### Supply network

The bar under the picture is 50 µm long. Pins as bars on the die edge. Tap cells in grey.
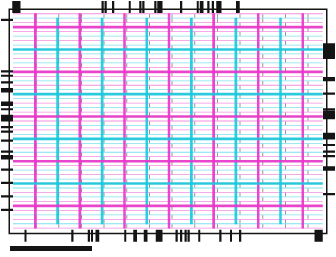
### Cells coloured by class

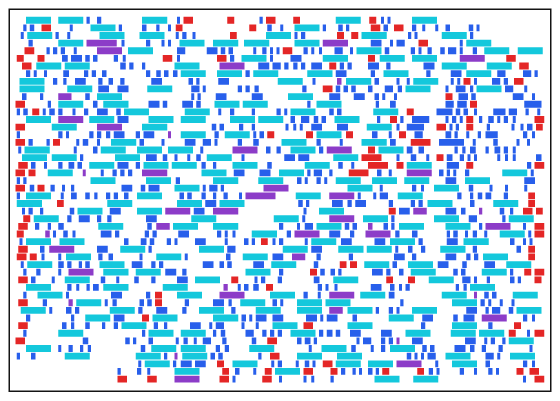
### Clock network drawn from the DEF

The bar under the picture is 50 µm long.
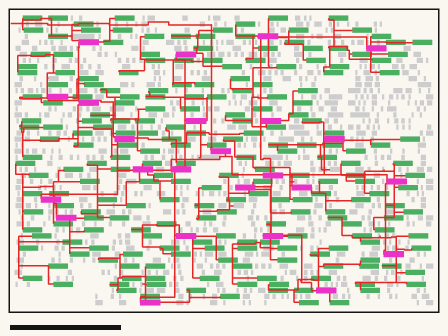
### Wiring by layer

The bar under the picture is 50 µm long. Only two layers are drawn.
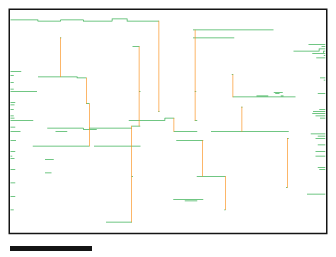
File: src/rtl/cordic_pkg.sv
// Shared CORDIC definitions: default widths and the index_cor tag layout.
package cordic_pkg;

    localparam int unsigned CORDIC_CH_W  = 16;
    localparam int unsigned CORDIC_NCH   = 2;
    localparam int unsigned CORDIC_TAG_W = 11;

    // index_cor: {spare, quadrant, iteration index}
    localparam int unsigned QUA_LSB = 7;
    localparam int unsigned QUA_W   = 3;
    localparam int unsigned COR_W   = 7;

    typedef struct packed {
        logic             spare;
        logic [QUA_W-1:0] qua;
        logic [COR_W-1:0] cor;
    } index_cor_t;

    function automatic logic [QUA_W-1:0] tag_quadrant(input logic [CORDIC_TAG_W-1:0] tag);
        return tag[QUA_LSB +: QUA_W];
    endfunction

endpackage

File: src/rtl/cordic_dly_stage.sv
// One side-band delay stage {valid, tag, data}; flush clears valid only.
module cordic_dly_stage
    import cordic_pkg::*;
#(
    parameter int unsigned TAG_W  = CORDIC_TAG_W,
    parameter int unsigned DATA_W = CORDIC_NCH * CORDIC_CH_W
) (
    input  logic              clk,
    input  logic              reset,
    input  logic              en,
    input  logic              flush,
    input  logic              d_v,
    input  logic [TAG_W-1:0]  d_tag,
    input  logic [DATA_W-1:0] d_data,
    output logic              q_v,
    output logic [TAG_W-1:0]  q_tag,
    output logic [DATA_W-1:0] q_data
);

    logic              v_q, v_d;
    logic [TAG_W-1:0]  tag_q, tag_d;
    logic [DATA_W-1:0] data_q, data_d;

    always_comb begin
        v_d    = v_q;
        tag_d  = tag_q;
        data_d = data_q;
        if (flush) begin
            v_d = 1'b0;
        end else if (en) begin
            v_d    = d_v;
            tag_d  = d_tag;
            data_d = d_data;
        end
    end

    always_ff @(posedge clk or negedge reset) begin
        if (!reset) begin
            v_q    <= 1'b0;
            tag_q  <= '0;
            data_q <= '0;
        end else begin
            v_q    <= v_d;
            tag_q  <= tag_d;
            data_q <= data_d;
        end
    end

    assign q_v    = v_q;
    assign q_tag  = tag_q;
    assign q_data = data_q;

endmodule

File: src/rtl/cordic_sideband_delay.sv
// Configurable-depth delay line keeping CORDIC side-band data aligned with the cell pipeline.
module cordic_sideband_delay
    import cordic_pkg::*;
#(
    parameter int unsigned CH_W   = CORDIC_CH_W,
    parameter int unsigned NCH    = CORDIC_NCH,
    parameter int unsigned TAG_W  = CORDIC_TAG_W,
    parameter int unsigned DEPTH  = 5,
    parameter int unsigned DSEL_W = $clog2(DEPTH + 1)
) (
    input  logic                 clk,
    input  logic                 reset,
    input  logic                 en,
    input  logic                 flush,
    input  logic                 in_valid,
    input  logic [TAG_W-1:0]     in_tag,
    input  logic [NCH*CH_W-1:0]  in_data,
    input  logic [DSEL_W-1:0]    dly_sel,
    output logic                 out_valid,
    output logic [TAG_W-1:0]     out_tag,
    output logic [NCH*CH_W-1:0]  out_data,
    output logic [DSEL_W-1:0]    inflight,
    output logic                 busy,
    output logic                 sel_err
);

    localparam int unsigned DATA_W = NCH * CH_W;

    logic              stg_v    [DEPTH];
    logic [TAG_W-1:0]  stg_tag  [DEPTH];
    logic [DATA_W-1:0] stg_data [DEPTH];

    for (genvar k = 0; k < DEPTH; k++) begin : g_stage
        if (k == 0) begin : g_head
            cordic_dly_stage #(
                .TAG_W  (TAG_W),
                .DATA_W (DATA_W)
            ) u_stage (
                .clk    (clk),
                .reset  (reset),
                .en     (en),
                .flush  (flush),
                .d_v    (in_valid),
                .d_tag  (in_tag),
                .d_data (in_data),
                .q_v    (stg_v[k]),
                .q_tag  (stg_tag[k]),
                .q_data (stg_data[k])
            );
        end else begin : g_body
            cordic_dly_stage #(
                .TAG_W  (TAG_W),
                .DATA_W (DATA_W)
            ) u_stage (
                .clk    (clk),
                .reset  (reset),
                .en     (en),
                .flush  (flush),
                .d_v    (stg_v[k-1]),
                .d_tag  (stg_tag[k-1]),
                .d_data (stg_data[k-1]),
                .q_v    (stg_v[k]),
                .q_tag  (stg_tag[k]),
                .q_data (stg_data[k])
            );
        end
    end

    // Out-of-range or zero select falls back to the full depth.
    logic [DSEL_W-1:0] eff_sel_c;

    always_comb begin
        eff_sel_c = dly_sel;
        if (dly_sel == '0 || dly_sel > DSEL_W'(DEPTH)) begin
            eff_sel_c = DSEL_W'(DEPTH);
        end
    end

    logic              tap_v_c;
    logic [TAG_W-1:0]  tap_tag_c;
    logic [DATA_W-1:0] tap_data_c;
    logic [DSEL_W-1:0] inflight_c;

    // Tap mux and popcount of valid stages up to and including the tap.
    always_comb begin
        tap_v_c    = 1'b0;
        tap_tag_c  = '0;
        tap_data_c = '0;
        inflight_c = '0;
        for (int unsigned k = 0; k < DEPTH; k++) begin
            if (DSEL_W'(k + 1) == eff_sel_c) begin
                tap_v_c    = stg_v[k];
                tap_tag_c  = stg_tag[k];
                tap_data_c = stg_data[k];
            end
            if (DSEL_W'(k) < eff_sel_c && stg_v[k]) begin
                inflight_c = inflight_c + DSEL_W'(1);
            end
        end
    end

    assign out_valid = tap_v_c;
    assign out_tag   = tap_v_c ? tap_tag_c : '0;
    assign out_data  = tap_v_c ? tap_data_c : '0;
    assign inflight  = inflight_c;
    assign busy      = |inflight_c;

    logic [DSEL_W-1:0] prev_sel_q, prev_sel_d;
    logic              sel_err_q, sel_err_d;

    // Sticky flag: latency select changed while words were still in flight.
    always_comb begin
        prev_sel_d = dly_sel;
        sel_err_d  = sel_err_q;
        if (flush) begin
            sel_err_d = 1'b0;
        end else if (dly_sel != prev_sel_q && busy) begin
            sel_err_d = 1'b1;
        end
    end

    always_ff @(posedge clk or negedge reset) begin
        if (!reset) begin
            prev_sel_q <= '0;
            sel_err_q  <= 1'b0;
        end else begin
            prev_sel_q <= prev_sel_d;
            sel_err_q  <= sel_err_d;
        end
    end

    assign sel_err = sel_err_q;

endmodule

File: config.mk
export PLATFORM = sky130hd
export DESIGN_NAME = cordic_sideband_delay
export DESIGN_NICKNAME = d
export VERILOG_FILES = /design/src/rtl/cordic_pkg.sv /design/src/rtl/cordic_dly_stage.sv /design/src/rtl/cordic_sideband_delay.sv
export SDC_FILE = /design/constraint.sdc
export NUM_CORES = 1
export LEC_CHECK = 0
export ABC_AREA = 1
export CAP_MARGIN = 15
export CELL_PAD_IN_SITES_DETAIL_PLACEMENT = 1
export CELL_PAD_IN_SITES_GLOBAL_PLACEMENT = 2
export CORE_ASPECT_RATIO = 0.7
export CORE_MARGIN = 1.5
export CORE_UTILIZATION = 40
export DETAILED_ROUTE_END_ITERATION = 8
export DONT_BUFFER_PORTS = 1
export PLACE_DENSITY_LB_ADDON = 0.1
export SLEW_MARGIN = 20
export SYNTH_ARGS = -nofsm -noshare
export SYNTH_HDL_FRONTEND = slang
export SYNTH_SLANG_ARGS = --single-unit
File: constraint.sdc
create_clock -name clk -period 3.1 [get_ports clk]
set_input_delay 0.31 -clock clk [delete_from_list [all_inputs] [get_ports clk]]
set_output_delay 0.31 -clock clk [all_outputs]
set_load 0.02 [all_outputs]
==> ci_impl_report.md <==
### Yosys + OpenROAD results

| Metric | Value |
|---|---|
| Synth Area in XOR/XNOR | 0.262% |
| Logic share of the area | between 30% and 40% |
| Simple share | under 10% |
| Slew Viols, Final | 0 |
| Largest cell class by area | flip-flops and latches |
| Via/cell ratio | 5.18 |
| Flip-flops | about 220 |
| Final core utilization | 48.7% |
| Antenna violations before repair | 0 |
| Biggest area cells | dfrtp_1, mux2_2, a21oi_1 |
| WL met2 | 10800 µm |
| Final Hold Fails | 224 |
| Max VDD drop | 0.374 mV |
| Clock buffer count | 36 |
| Worst-Margin Slew | 0.547 ns |
| Clock sink count | 224 |
| Crit path to | busy |
| Setup crit start | g_stage[1].g_body.u_stage.q_v |
| Number of nets in the layout | 1156 |
| Filler cells | approximately 2800 |
| Mi-comb count | 624 |
| Max-cap violation count | 0 |
| Clk buf depth | 3 |
| Core Rows | 48 |
| Final setup viols | 0 |
| Busiest grt layer | met1 |
| CP Capture Type | primary output |
| Fmax | between 300 and 400 MHz |
| Global route total overflow | 0 |
| Count of library flops with an enable pin | 0 |
| Slowest cell delay on critical path | 0.36 ns |
| Drt total wl | around 25000 µm |
| Reg2reg setup slack | 0.67 ns |
| Mux frac, synth | 9.64% |
| Non-clk buf share | 8.60% |
| Critical path class | flop to primary output |
| First-pass DRT Iterations | 6 |
| Tcrit/Tclk final | 96.7% |
| Final ANT Viol Nets | 0 |
| Met3 routed WL | 777 µm |
| Routability cong. | 0.768 |
| Worst-skew pair later-pin latency | 0.51 ns |
| Hold buffers post-CTS | 47 |
| Worst path cell trace | nand2_2 > ha_4 > nand4_1 > nand2_1 > inv_1 > ha_1 > nand2_2 > nand2_1 > ha_1 > or2_4 > nand2_4 > nand3_4 |
| Non-clock buffers | 115 |
| Seq/total area | 46.8% |
| CTS tree | done |
| Worst-path clk slew | 0.06 ns |
| Highest routed layer | met4 |
| First-pass GRT wire length | 40800 µm |
| Total core area | between 20000 and 25000 µm² |
| Slowest stage cell on the critical path | dfrtp_1 |
| Initial DRC Count | 458 |
| MI comb area | roughly 3700 µm² |
| Routed len/inst | 17.2 µm |
| Static Leak | about 5.6 nW |
| Pwr/cell area | 656 nW/µm² |
| Relative slew margins | 63.5% |
| Worst Skew | 0.00643 ns |
| Status | complete, but fails checks |
| Final min period | 3.00 ns |
| Distinct cells, synth | 28 |
| Asr flop ratio synth | 100% |
| Largest net degree at the start of global routing | 225 |
| Die x size | 192 µm |
| Worst Hold Margin | -0.503 ns |
| Post-synthesis cell count | 1030 |
| Vias in the first global route | ~7600 |
| Tool warnings | 35 |
| R2r startpoint | g_stage[1].g_body.u_stage.q_v |
| Hpwl dp | approximately 15000 µm |
| Die area | 26100 µm² |
| Met1 Use GR | 30.1% |
| Die height | 136 µm |
| Non-clock inverters | between 100 and 150 |
| Io pins | 100 |
| Synth Flop Type | dfrtp_1 |
| R2R depth | 14 |
| Reg2reg end | sel_err |
| Crit path DRT | 2.79 ns |
| Critical Path Start Type | flop |
| #FFs+latches synth | approximately 220 |
| Met1 WL | 12800 µm |
| HP Class | primary input to asynchronous set/reset pin |
| Synth Warn # | 0 |
| Number of well taps | 325 |
| Sum of negative setup slack | 0 ns |
| Vias | roughly 7500 |
| Mean area per synthesized cell | 9.75 µm² |
| GRT Total Usage | 19.5% |
| Sequential area share after synthesis | 55.8% |
| Adder share | 0.498% |
| Dominant kind of combinational cell | AND-OR/OR-AND gates |
| Layout cells sized above 1 | 19.4% |
| Grt met3 use | 2.56% |
| Yosys Chip Area | 10000 µm² |
| Synth area leader | dfrtp_1 |
| Clk root buf | clkbuf_16 |
| Initial cell density of the core | 40.8% |
| Reg area | 5610 µm² |
| Max FO, Critical Path | 3 |
| Yosys cell count | 1030 |
| Failing checks | negative hold slack |
| CTS buffer count | 24 |
| DRC Markers | 0 |
| Cell Area, Synth | 10000 µm² |
| Area grow syn2layout | 19.3% |
| Clock-cell share | 6.69% |
| CTS H-tree depth | 1 |
| Met2 usage | just under 30% |
| Ant diodes | 0 |
| Area share, top type | 55.8% |
| I/O Buffers | 0 |
| Synthesized Nets | roughly 1100 |
| Arr. time, crit path | 2.69 ns |
| Compound Share, Synth | between 15 and 20% |
Back to the opening pictures, 'Supply network':
Key: VDD = cyan; VSS = magenta
49 met1 rails follow the rows. 325 tap cells.

Back to the opening pictures, 'Cells coloured by class':
Key: other buffers and delay cells = red [cells 115, share of their area 8.9%]; clock drivers and dummy loads = purple [cells 43, share of their area 6.9%]; flops = cyan [cells 224, share of their area 48%]; all other logic = blue [cells 736, share of their area 36%]

Back to the opening pictures, 'Clock network drawn from the DEF':
Key: clock wires = red [length 3040 µm]; cells driving clock nets = magenta [count 24]; flip-flops = green [count 224]
There are 25 routed clock nets. Position of the flops: spread over the die.

Back to the opening pictures, 'Wiring by layer':
Key: met3 = green [wire length 778 µm]; met4 = orange [wire length 391 µm]

synth_stat cells, types with 3 or more instances:
cell / number
dfrtp_1: 224
nand2_1: 132
a21oi_1: 128
inv_1: 107
o21ai_0: 107
mux2_2: 86
nor2_1: 45
o21ai_1: 42
buf_2: 25
o22ai_1: 25
clkbuf_1: 24
o221ai_1: 23
buf_1: 13
nand3_1: 12
buf_6: 6
inv_2: 5
ha_1: 4
nand3_2: 4
nand4_1: 3
xnor2_1: 3
stage by stage:
step	instance area [µm²]	total power (W)	setup WS, ns	hold WS (ns)	cells
2_1_floorplan	10000	0.00465	0.200	0.0144	1030
3_3_place_gp	10600	0.00489	0.408	0.0211	1349
3_5_place_dp	10600	0.00495	0.372	0.0215	1349
4_1_cts	12000	0.00797	0.00659	-0.524	1442
5_1_grt	12000	0.00830	-0.0455	-0.527	1443
6_report	12000	0.00786	0.102	-0.503	1443
cell families (layout without fill, tap and decap cells):
logic type / count (synthesis) / in the layout
buf+inv: 182 / 270
simple gates: 202 / 202
mux: 86 / 86
flops: 224 / 224
fa+ha+maj: 4 / 4
compound gates: 329 / 329
xor+xnor: 3 / 3
registers in the layout, summed over array words and instances, names as in the netlist:
register	flops
g_stage.g_body.u_stage.q_data	128
sel_err	1
g_stage.g_head.u_stage.q_v	1
g_stage.g_body.u_stage.q_v	4
g_stage.g_head.u_stage.q_data	32
g_stage.g_head.u_stage.q_tag	11
g_stage.g_body.u_stage.q_tag	44
prev_sel_q	3
worst max-delay path: cells and delay by family (launching register included):
kind                     cells  cell delay [ns]
adder cells (fa/ha/maj)      3             0.84
AND/OR/NAND/NOR              8             0.91
buffers and inverters        1             0.05
flip-flops                   1             0.36
timing repair:
item	4_1_cts	5_1_grt
pin swaps	2	4
endpoints found under the hold margin	271	224
endpoints found under the setup margin	2	3
cloned	0	0
resized	4	5
buffers inserted	3	1
placed cells by master (no fill, tap or decap):
cell type | synthesis | routed
nand4_1 | 3 | 3
o22ai_1 | 25 | 25
clkbuf_16 | 0 | 25
buf_12 | 0 | 4
nor2_1 | 45 | 45
bufinv_16 | 0 | 2
nand3_4 | 2 | 3
nand2_1 | 132 | 127
buf_4 | 0 | 64
ha_1 | 4 | 3
a31oi_1 | 1 | 1
o21ai_2 | 1 | 1
nand2_2 | 1 | 4
nand2_4 | 0 | 2
o221ai_1 | 23 | 23
or2_4 | 0 | 1
a21oi_1 | 128 | 128
inv_1 | 107 | 105
nand3_2 | 4 | 3
mux2_2 | 86 | 86
xnor2_1 | 3 | 3
a21oi_2 | 2 | 2
or2_2 | 2 | 1
clkbuf_1 | 24 | 6
dfrtp_1 | 224 | 224
clkinv_2 | 0 | 5
nor3_4 | 1 | 1
nand3_1 | 12 | 12
o21ai_1 | 42 | 42
o21ai_0 | 107 | 107
ha_4 | 0 | 1
inv_2 | 5 | 7
dlygate4sd3_1 | 0 | 47
clkbuf_8 | 0 | 5
power by group:
group	internal, W	switching, W	total [W]
Sequential	0.00353	0.000345	0.00388
Combinational	0.000529	0.000533	0.00106
Clock	0.00176	0.00116	0.00292
Power is estimated from default activity; no workload was simulated.
